===== src/rtl/i2c_target_rx.sv =====
// Write-only I2C target receiver: oversampled SCL/SDA, START/STOP detection,
// 7-bit address match with ACK, and byte delivery over a valid/ready pair.
module i2c_target_rx #(
    parameter logic [6:0] TARGET_ADDR = 7'h42
) (
    input  logic       clk,
    input  logic       reset,
    input  logic       scl_in,
    input  logic       sda_in,
    output logic       sda_oe,
    output logic [7:0] rx_data,
    output logic       rx_valid,
    input  logic       rx_ready,
    output logic       addr_match,
    output logic       nack_drop,
    output logic       busy
);

    localparam logic [2:0] IDLE     = 3'd0;
    localparam logic [2:0] ADDR     = 3'd1;
    localparam logic [2:0] ADDR_ACK = 3'd2;
    localparam logic [2:0] DATA     = 3'd3;
    localparam logic [2:0] DATA_ACK = 3'd4;
    localparam logic [2:0] IGNORE   = 3'd5;

    logic       scl_meta_q, scl_sync_q, scl_prev_q;
    logic       sda_meta_q, sda_sync_q, sda_prev_q;
    logic       scl_meta_d, scl_sync_d, scl_prev_d;
    logic       sda_meta_d, sda_sync_d, sda_prev_d;

    logic [2:0] state_q, state_d;
    logic [2:0] bit_cnt_q, bit_cnt_d;
    logic [7:0] shreg_q, shreg_d;
    logic [7:0] rx_data_q, rx_data_d;
    logic       sda_oe_q, sda_oe_d;
    logic       rx_valid_q, rx_valid_d;
    logic       addr_match_q, addr_match_d;
    logic       nack_drop_q, nack_drop_d;
    logic       busy_q, busy_d;

    logic       scl_rise, scl_fall, start_ev, stop_ev;
    logic [7:0] byte_w;

    // Input path: two synchronizer stages plus one history stage for edges.
    always_comb begin
        scl_meta_d = scl_in;
        scl_sync_d = scl_meta_q;
        scl_prev_d = scl_sync_q;
        sda_meta_d = sda_in;
        sda_sync_d = sda_meta_q;
        sda_prev_d = sda_sync_q;
    end

    always_ff @(posedge clk) begin
        scl_meta_q <= scl_meta_d;
        scl_sync_q <= scl_sync_d;
        scl_prev_q <= scl_prev_d;
        sda_meta_q <= sda_meta_d;
        sda_sync_q <= sda_sync_d;
        sda_prev_q <= sda_prev_d;
    end

    assign scl_rise = scl_sync_q & ~scl_prev_q;
    assign scl_fall = ~scl_sync_q & scl_prev_q;
    assign start_ev = scl_sync_q & sda_prev_q & ~sda_sync_q;
    assign stop_ev  = scl_sync_q & ~sda_prev_q & sda_sync_q;
    assign byte_w   = {shreg_q[6:0], sda_sync_q};

    always_comb begin
        state_d      = state_q;
        bit_cnt_d    = bit_cnt_q;
        shreg_d      = shreg_q;
        rx_data_d    = rx_data_q;
        sda_oe_d     = sda_oe_q;
        rx_valid_d   = 1'b0;
        addr_match_d = addr_match_q;
        nack_drop_d  = 1'b0;
        busy_d       = busy_q;

        // Bus conditions override any sample landing on the same clock.
        if (stop_ev) begin
            state_d      = IDLE;
            sda_oe_d     = 1'b0;
            busy_d       = 1'b0;
            addr_match_d = 1'b0;
        end else if (start_ev) begin
            state_d      = ADDR;
            bit_cnt_d    = 3'd0;
            busy_d       = 1'b1;
            addr_match_d = 1'b0;
        end else begin
            case (state_q)
                ADDR, DATA: begin
                    if (scl_rise) begin
                        shreg_d   = byte_w;
                        bit_cnt_d = bit_cnt_q + 3'd1;
                        if (bit_cnt_q == 3'd7) begin
                            if (state_q == ADDR) begin
                                state_d = (byte_w[7:1] == TARGET_ADDR && !byte_w[0])
                                          ? ADDR_ACK : IGNORE;
                            end else if (rx_ready) begin
                                rx_data_d  = byte_w;
                                rx_valid_d = 1'b1;
                                state_d    = DATA_ACK;
                            end else begin
                                nack_drop_d = 1'b1;
                                state_d     = IGNORE;
                            end
                        end
                    end
                end
                ADDR_ACK, DATA_ACK: begin
                    // sda_oe doubles as the phase flag: first fall drives, second releases.
                    if (scl_fall) begin
                        if (!sda_oe_q) begin
                            sda_oe_d     = 1'b1;
                            addr_match_d = 1'b1;
                        end else begin
                            sda_oe_d  = 1'b0;
                            state_d   = DATA;
                            bit_cnt_d = 3'd0;
                        end
                    end
                end
                IGNORE: sda_oe_d = 1'b0;
                IDLE: ;
                default: state_d = IDLE;
            endcase
        end
    end

    always_ff @(posedge clk) begin
        if (reset) begin
            state_q      <= IDLE;
            bit_cnt_q    <= 3'd0;
            rx_data_q    <= 8'h00;
            sda_oe_q     <= 1'b0;
            rx_valid_q   <= 1'b0;
            addr_match_q <= 1'b0;
            nack_drop_q  <= 1'b0;
            busy_q       <= 1'b0;
        end else begin
            state_q      <= state_d;
            bit_cnt_q    <= bit_cnt_d;
            rx_data_q    <= rx_data_d;
            sda_oe_q     <= sda_oe_d;
            rx_valid_q   <= rx_valid_d;
            addr_match_q <= addr_match_d;
            nack_drop_q  <= nack_drop_d;
            busy_q       <= busy_d;
        end
    end

    always_ff @(posedge clk) begin
        shreg_q <= shreg_d;
    end

    assign sda_oe     = sda_oe_q;
    assign rx_data    = rx_data_q;
    assign rx_valid   = rx_valid_q;
    assign addr_match = addr_match_q;
    assign nack_drop  = nack_drop_q;
    assign busy       = busy_q;

endmodule


===== config.mk =====
export PLATFORM = sky130hd
export DESIGN_NAME = i2c_target_rx
export DESIGN_NICKNAME = d
export VERILOG_FILES = /design/src/rtl/i2c_target_rx.sv
export SDC_FILE = /design/constraint.sdc
export NUM_CORES = 1
export LEC_CHECK = 0
export ABC_CLOCK_PERIOD_IN_PS = 1600
export CORE_AREA = 10 10 63 65
export DETAILED_ROUTE_END_ITERATION = 12
export DIE_AREA = 0 0 73 75
export GPL_ROUTABILITY_DRIVEN = 0
export PLACE_DENSITY = 0.7
export SYNTH_ARGS = -nofsm -noshare
export SYNTH_HDL_FRONTEND = slang
export SYNTH_SLANG_ARGS = --single-unit

===== constraint.sdc =====
create_clock -name clk -period 1.6 [get_ports clk]
set_input_delay 0.16 -clock clk [delete_from_list [all_inputs] [get_ports clk]]
set_output_delay 0.16 -clock clk [all_outputs]
set_load 0.02 [all_outputs]

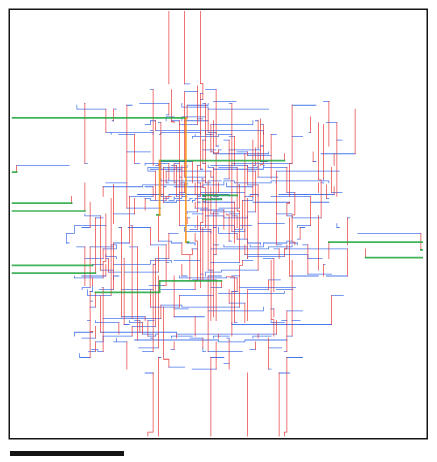
(run_1/wires.png)
Scale bar: 20 um.
Key: metal 4 = orange [wire length 31.3 um]; metal 3 = green [wire length 165 um]; metal 2 = red [wire length 1290 um]; metal 1 = blue [wire length 1070 um]
vias: 935
Routed WL: 2550 um
total track usage: 0.0983
drt wl/cell: 14.5 um

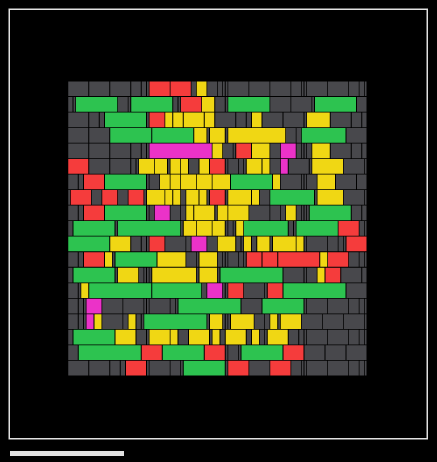
(run_1/placement_by_type.png)
Scale bar: 20 um. Fill, decap, tap and diode cells in gray.
Key: clock drivers and dummy loads = magenta [cells 8]; other buffers and delay cells = red [cells 30]; flops = green [cells 32]; combinational and other logic = yellow [cells 75]
Rows: 19
core area: 0.00271 mm^2
fraction of area in registers: 0.433

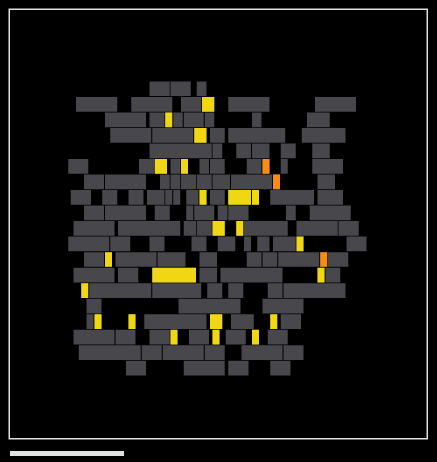
(run_1/logic_types.png)
Scale bar: 20 um.
Key: NOR gates = yellow [cells 22]; inverters = orange [cells 3]
Top cell excl fill/tap: dfxtp_1
Comb area share: 0.323
post-route non-filler standard cell count: 176

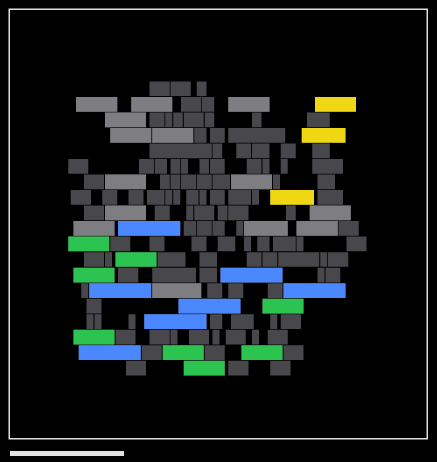
(run_1/flops_by_reg.png)
Scale bar: 20 um.
Key: `bit_cnt_q` = yellow [flops 3]; `rx_data` = green [flops 8]; `shreg_q` = blue [flops 7]
Another 14 sequential cells are not colored.

==> qor.txt, run 1 <==
Minimum clock period - 1.53 ns
Post-Route Skew - 0.0177 ns
Peak VDD IR - 0.792 mV
Crit-path leading delay family - simple AND/OR/NAND/NOR gates
DRT antenna net count - 0
CTS H-tree lvls - 2
Die ar. - 0.00548 mm^2
Critical Path Fanout Max - 6
Drt first-iter violations - 43
PnR Total Power - 0.00150 W
Cell area after layout - 0.00166 mm^2
Crit path DRT - 1.82 ns
Top-count cell post-synth - dfxtp_1
Bufs w/o clock - 30
Simple Share, Synth - 0.159
FF+latch count - 32
Max-slew headroom - 0.788
Critical-path cell list - or4b_4, nor4_4, nor2_2, a21oi_2, a21oi_1
Resized Gates After CTS - 2
M1 WL - 1070 um
Skew-Pair Late Insertion Delay - 0.34 ns
HP Class - in -> reg
Sequential power - 0.000841 W
Yosys warns - 0
Max FFs per register - 8
Leading cell kind - registers
Hold Fails Final Rpt - 0
Post-synth EDFFs - 7
Leakage - 0.607 nW
Cells after Synth - 111
Inverter count - 3
Starting density of the core - 0.463
Sw frac - 0.211
CTS tree - built
CP bufs+invs - 0
Depth of the most critical reg-to-reg path - 5
DRC Markers - 0
Layout non-clock buf frac - 0.169
Ys cells - 111
Max Slew Vio Count - 0
Met1 Use GR - 0.0991
Hold-fix buffers at CTS - 0
Ys flop type - dfxtp_1
Synth Area in Compound Gates - 0.114
Layout clock buffers - 5
Ys flops - 32
Synthesized area - 0.00125 mm^2
Xor/xnor share - 0.0140
Highest Signal Layer - met4
Crit path arrival time - 1.76 ns
Most frequent cells in the layout - 21 x dfxtp_1, 17 x clkdlybuf4s50_1, 15 x nor2_1
Setup ws final - 0.0652 ns
DR WL met3 - 164 um
Crit path to - state_q[0]
Placement Cell Area - 0.00152 mm^2
Hold Crit Depth - 1
Log Warnings - 26
Hpwl dp - 1840 um
First-pass GRT wire length - 4150 um
CTS buffer count - 5
Seq share, synth - 0.566
Worst reg2reg setup slack - 0.07 ns
Pre-CTS setup slack - -0.000776 ns
Min Hold Slack - 0.276 ns
Multi-In Gates - 72
Setup repair bufs after CTS - 0
Combinational power - 0.0000697 W
Top Ports - 18
Reg2Reg Launch Point - state_q[1]
Power Clock - 0.000592 W
Worst slew pin tran - 0.317 ns
R2r endpoint - state_q[0]
Max-area cell share - 0.399
I/O Buffers - 17
Logic area - 537 um^2
Chip height - 75 um
Clock Path Buffers - 2
YS chip area - 0.00125 mm^2
Avg Cell Area, Syn - 11.3 um^2
CP Class - reg -> reg
Fillcell total - 228
Min-Delay Endpoint - sda_meta_q
Clock transition at path regs - 0.11 ns
Most frequent cells after synthesis - 25 x dfxtp_1, 17 x nor2_1, 11 x mux2i_1
Status - finished, final reports clean
WP depth - 5
Combinational fraction of design power - 0.046
Met2 Usage GRT - 0.162
Final Core Density - 0.613
Cell taking the most area after synthesis - dfxtp_1
N_taps - 31
P_sw - 0.000318 W
Area Growth Syn to Fin - 32.3%
CP max stage delay - 0.54 ns
Setup violators final - 0
Pint - 0.00118 W
Largest net degree at the start of global routing - 11
Setup crit start kind - flop
Initial DRT Pass Iterations - 4
Pwr Density - 905 mW/mm^2
Min-delay src - sda_in
Diodes inserted - 0
Logic family by area - simple AND/OR/NAND/NOR gates
CP max-delay cell - or4b_4
Register area - 718 um^2
Number of global-route vias before repair - 928
Clock tree root driver cell - clkbuf_4
Top pwr grp - registers
Floorplan Nets - 118
Gr ovfl total - 0
Sequential power share - 0.560
Initial antenna violation count - 0
Clock share of power - 0.394
==> run 1 -> run 2 <==
--- a/config.mk
+++ b/config.mk
@@ -11,6 +11,7 @@
 export DIE_AREA = 0 0 73 75
 export GPL_ROUTABILITY_DRIVEN = 0
 export PLACE_DENSITY = 0.7
+export SETUP_SLACK_MARGIN = 0.1
 export SYNTH_ARGS = -nofsm -noshare
 export SYNTH_HDL_FRONTEND = slang
 export SYNTH_SLANG_ARGS = --single-unit
==> run 2 against run 1 <==
Against the previous run: die area stayed put; area after synthesis stayed put; register-to-register slack improved by 0.04 ns; combinational power barely moved; synthesized cell count unchanged; via count fell by 4.3%; cell count is the same; critical endpoint is now bit_cnt_q[0]; largest cell class unchanged; largest power group unchanged.
==> qor.txt, run 2 <==
Status - finished, final reports clean
CTS tree - built
Simple Share, Synth - 0.159
Placement Cell Area - 0.00153 mm^2
Pint - 0.00108 W
Combinational power - 0.0000700 W
CTS H-tree lvls - 2
DRC Markers - 0
R2r endpoint - bit_cnt_q[0]
WP depth - 5
Post-route non-filler standard cell count - 176
Initial antenna violation count - 0
Most frequent cells in the layout - 18 x dfxtp_1, 15 x nor2_1, 14 x clkdlybuf4s50_1
Power Clock - 0.000479 W
Clock Path Buffers - 2
Pwr Density - 819 mW/mm^2
Cells after Synth - 111
Clock share of power - 0.344
N_taps - 31
First-pass GRT wire length - 4150 um
Ys flops - 32
Top cell excl fill/tap - dfxtp_1
Layout non-clock buf frac - 0.169
Pre-CTS setup slack - 0.00717 ns
Nets@finish - 151
Clock transition at path regs - 0.11 ns
DRT antenna net count - 0
Post-synth EDFFs - 7
CP max-delay cell - dfxtp_4
Sequential power - 0.000844 W
Max-slew headroom - 0.784
Max-area cell share - 0.399
Hold Crit Depth - 1
Crit path DRT - 1.84 ns
Sequential power share - 0.606
Met2 Usage GRT - 0.159
Yosys warns - 0
Starting density of the core - 0.463
PnR Total Power - 0.00139 W
Hold Fails Final Rpt - 0
Critical-path cell list - nand3b_1, o31a_1, o21ai_2, a21oi_2, mux2_2
Worst reg2reg setup slack - 0.10 ns
Multi-In Gates - 72
Xor/xnor share - 0.0140
Fraction of area in registers - 0.426
Critical path origin - scl_prev_d
Largest net degree at the start of global routing - 11
Ys cells - 111
Top Ports - 18
Vias - 895
Combinational fraction of design power - 0.050
Avg Cell Area, Syn - 11.3 um^2
Worst slew pin tran - 0.323 ns
Leakage - 0.655 nW
FF+latch count - 32
Initial DRT Pass Iterations - 4
Core area - 0.00271 mm^2
Min Hold Slack - 0.276 ns
Max Slew Vio Count - 0
P_sw - 0.000317 W
Synth Area in Compound Gates - 0.114
Max FFs per register - 8
Max-cap violations - 0
Synthesized area - 0.00125 mm^2
Setup crit start kind - flop
Skew-Pair Late Insertion Delay - 0.34 ns
CTS buffer count - 5
Layout clock buffers - 6
Chip height - 75 um
Peak VDD IR - 0.740 mV
Crit path to - bit_cnt_q[0]
Leading cell kind - registers
Die ar. - 0.00548 mm^2
Fillcell total - 226
Busiest grt layer - met2
Area Growth Syn to Fin - 35.5%
Cell area after layout - 0.00170 mm^2
Total track usage - 0.0983
Log Warnings - 28
Highest Signal Layer - met4
CP bufs+invs - 0
Routed WL - 2500 um
Gr ovfl total - 0
Hpwl dp - 1760 um
Most frequent cells after synthesis - 25 x dfxtp_1, 17 x nor2_1, 11 x mux2i_1
YS chip area - 0.00125 mm^2
Critical Path Fanout Max - 7
Number of global-route vias before repair - 917
Top-count cell post-synth - dfxtp_1
Bufs w/o clock - 30
Diodes inserted - 0
Ys flop type - dfxtp_1
Cell taking the most area after synthesis - dfxtp_1
Logic area - 577 um^2
Post-Route Skew - 0.0189 ns
Top pwr grp - registers
Minimum clock period - 1.50 ns
CP Class - reg -> reg
Final clock-cell share - 0.0361
Crit-path leading delay family - AND-OR/OR-AND gates
CP max stage delay - 0.38 ns
Drt wl/cell - 14.2 um
Met1 Use GR - 0.108
Setup ws final - 0.101 ns
Rows - 19
Depth of the most critical reg-to-reg path - 5
Seq share, synth - 0.566
Clock tree root driver cell - clkbuf_4
Crit path arrival time - 1.74 ns
Hold-fix buffers at CTS - 0
Reg2Reg Launch Point - scl_prev_d
Worst Setup End Kind - flop
Register area - 724 um^2
Floorplan Nets - 118
Drt first-iter violations - 50
Final Core Density - 0.627
DR WL met3 - 131 um
HP Class - in -> reg
Setup repair bufs after CTS - 4
Min-delay src - scl_in
Logic family by area - simple AND/OR/NAND/NOR gates
M1 WL - 1100 um
Inverter count - 3
Setup violators final - 0
Resized Gates After CTS - 8
Min-Delay Endpoint - scl_meta_q
Synth cell types - 36
Tcrit/Tclk final - 0.937
Sw frac - 0.228
I/O Buffers - 17
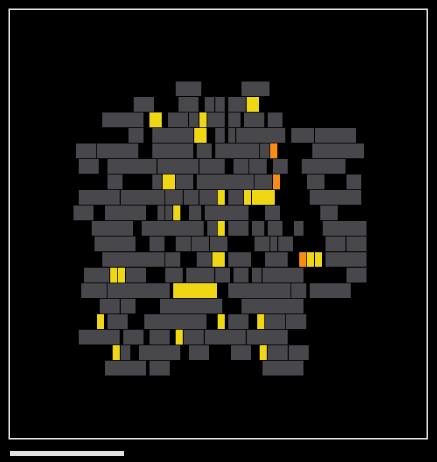
(run_2/logic_types.png)
Scale bar: 20 um.
Key: inverters = orange [cells 3]; NOR gates = yellow [cells 22]
Comb area share: 0.339

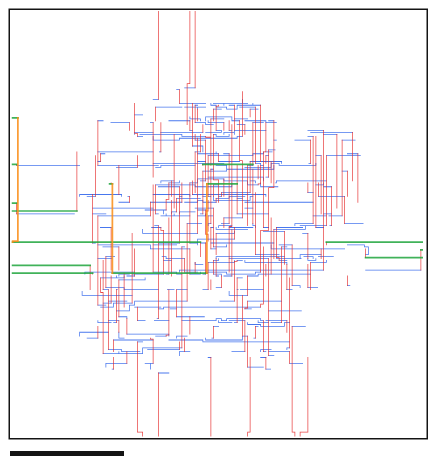
(run_2/wires.png)
Scale bar: 20 um.
Key: metal 2 = red [wire length 1220 um]; metal 4 = orange [wire length 54.0 um]; metal 1 = blue [wire length 1100 um]; metal 3 = green [wire length 132 um]

==> run 2 -> run 3 <==
--- a/config.mk
+++ b/config.mk
@@ -10,6 +10,7 @@
 export DETAILED_ROUTE_END_ITERATION = 12
 export DIE_AREA = 0 0 73 75
 export GPL_ROUTABILITY_DRIVEN = 0
+export HOLD_SLACK_MARGIN = 0.12
 export PLACE_DENSITY = 0.7
 export SETUP_SLACK_MARGIN = 0.1
 export SYNTH_ARGS = -nofsm -noshare
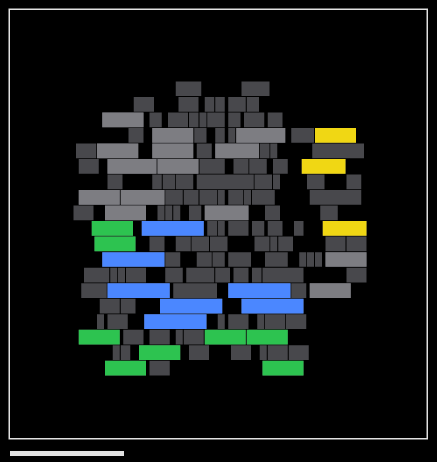
(run_3/flops_by_reg.png)
Scale bar: 20 um.
Key: `bit_cnt_q` = yellow [flops 3]; `rx_data` = green [flops 8]; `shreg_q` = blue [flops 7]
Another 14 sequential cells are not colored.

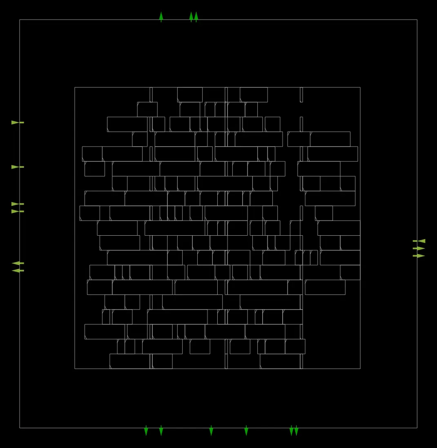
(run_3/placement.png)
fraction of area in registers: 0.426
fillcell total: 226
FF+latch count: 32
Final Core Density: 0.627
n_taps: 31

==> run 3 against run 2 <==
Against the previous run: highest routed layer unchanged; core utilization stayed put; count of clock-buffer cells in the layout did not move; critical path type unchanged; area after synthesis did not move; cell count unchanged; critical endpoint unchanged; combinational power barely moved; largest power group unchanged; sequential cell count is the same; sequential power about the same.
==> qor.txt, run 3 <==
Most frequent cells in the layout - 18 x dfxtp_1, 15 x nor2_1, 14 x clkdlybuf4s50_1
Top cell excl fill/tap - dfxtp_1
Yosys warns - 0
Depth of the most critical reg-to-reg path - 5
Nets@finish - 151
I/O Buffers - 17
Initial DRT Pass Iterations - 4
Drt first-iter violations - 50
Combinational fraction of design power - 0.050
Inverter count - 3
Power Clock - 0.000479 W
Critical Path Fanout Max - 7
Cells after Synth - 111
Pint - 0.00108 W
Sinks on the clock net - 32
Die W - 73 um
Number of global-route vias before repair - 917
Setup crit start kind - flop
Initial antenna violation count - 0
CP max stage delay - 0.38 ns
Rows - 19
Multi-In Gates - 72
Pwr Density - 819 mW/mm^2
Diodes inserted - 0
Peak VDD IR - 0.740 mV
CP Class - reg -> reg
YS chip area - 0.00125 mm^2
Sequential power - 0.000844 W
Post-route non-filler standard cell count - 176
Avg Cell Area, Syn - 11.3 um^2
Leading cell kind - registers
Busiest grt layer - met2
Starting density of the core - 0.463
Simple Share, Synth - 0.159
Max-slew headroom - 0.784
DR WL met3 - 131 um
Gr ovfl total - 0
Unrepaired setup endpoints after global routing - yes
Ys flops - 32
Combinational power - 0.0000700 W
Synthesized area - 0.00125 mm^2
Max FFs per register - 8
Clock Path Buffers - 2
Met1 Use GR - 0.108
Reg2Reg Launch Point - scl_prev_d
Final clock-cell share - 0.0361
Cell area after layout - 0.00170 mm^2
Max Slew Vio Count - 0
Minimum clock period - 1.50 ns
Placement Cell Area - 0.00153 mm^2
Crit path to - bit_cnt_q[0]
Hold Crit Depth - 1
Logic area - 577 um^2
Sw frac - 0.228
Worst slew pin tran - 0.323 ns
Worst Setup End Kind - flop
Drt wl/cell - 14.2 um
Crit path DRT - 1.84 ns
Layout non-clock buf frac - 0.169
Routed WL - 2500 um
PnR Total Power - 0.00139 W
Min-delay src - scl_in
R2r endpoint - bit_cnt_q[0]
Met2 Usage GRT - 0.159
DRC Markers - 0
Area share of fa/ha/maj cells after synthesis - 0.0199
Clock share of power - 0.344
Hpwl dp - 1760 um
Skew-Pair Late Insertion Delay - 0.34 ns
Leakage - 0.655 nW
Synth cell types - 36
Area Growth Syn to Fin - 35.5%
Sequential power share - 0.606
Worst reg2reg setup slack - 0.10 ns
Core area - 0.00271 mm^2
Bufs w/o clock - 30
Max-cap violations - 0
P_sw - 0.000317 W
Synth Area in Compound Gates - 0.114
M1 WL - 1100 um
Ys cells - 111
Xor/xnor share - 0.0140
Clock tree root driver cell - clkbuf_4
Status - finished, final reports clean
Area fraction in mux cells - 0.0967
Top Ports - 18
Top-count cell post-synth - dfxtp_1
Setup repair bufs after CTS - 4
Floorplan Nets - 118
Vias per cell - 5.09
Comb area share - 0.339
Post-synth EDFFs - 7
Setup ws final - 0.101 ns
HP Class - in -> reg
Post-Route Skew - 0.0189 ns
Log Warnings - 28
CTS H-tree lvls - 2
Pre-CTS setup slack - 0.00717 ns
Hold Fails Final Rpt - 0
Synth top area cells - dfxtp_1 40%, edfxtp_1 17%, mux2i_1 8.8%, nor2_1 5.1%, a21oi_1 2.4%
Share of cells above drive strength 1 - 0.303
Most frequent cells after synthesis - 25 x dfxtp_1, 17 x nor2_1, 11 x mux2i_1
Seq share, synth - 0.566
Cell taking the most area after synthesis - dfxtp_1
Min Hold Slack - 0.276 ns
Min-Delay Endpoint - scl_meta_q
Hold-fix buffers at CTS - 0
Critical-path cell list - nand3b_1, o31a_1, o21ai_2, a21oi_2, mux2_2
Max-area cell share - 0.399
Largest net degree at the start of global routing - 11
Resized Gates After CTS - 8
Register area - 724 um^2
Layout clock buffers - 6
Chip height - 75 um
Crit path arrival time - 1.74 ns
WP depth - 5
DRT antenna net count - 0
Total track usage - 0.0983
Clock transition at path regs - 0.11 ns
Ys flop type - dfxtp_1
Top pwr grp - registers
Critical path origin - scl_prev_d
CTS tree - built
Die ar. - 0.00548 mm^2
Crit-path leading delay family - AND-OR/OR-AND gates
Highest Signal Layer - met4
Tcrit/Tclk final - 0.937
First-pass GRT wire length - 4150 um
CP bufs+invs - 0
Logic family by area - simple AND/OR/NAND/NOR gates
CP max-delay cell - dfxtp_4
Vias - 895
CTS buffer count - 5
Setup violators final - 0
No activity file was given, so power comes from the tool's default toggle rates.
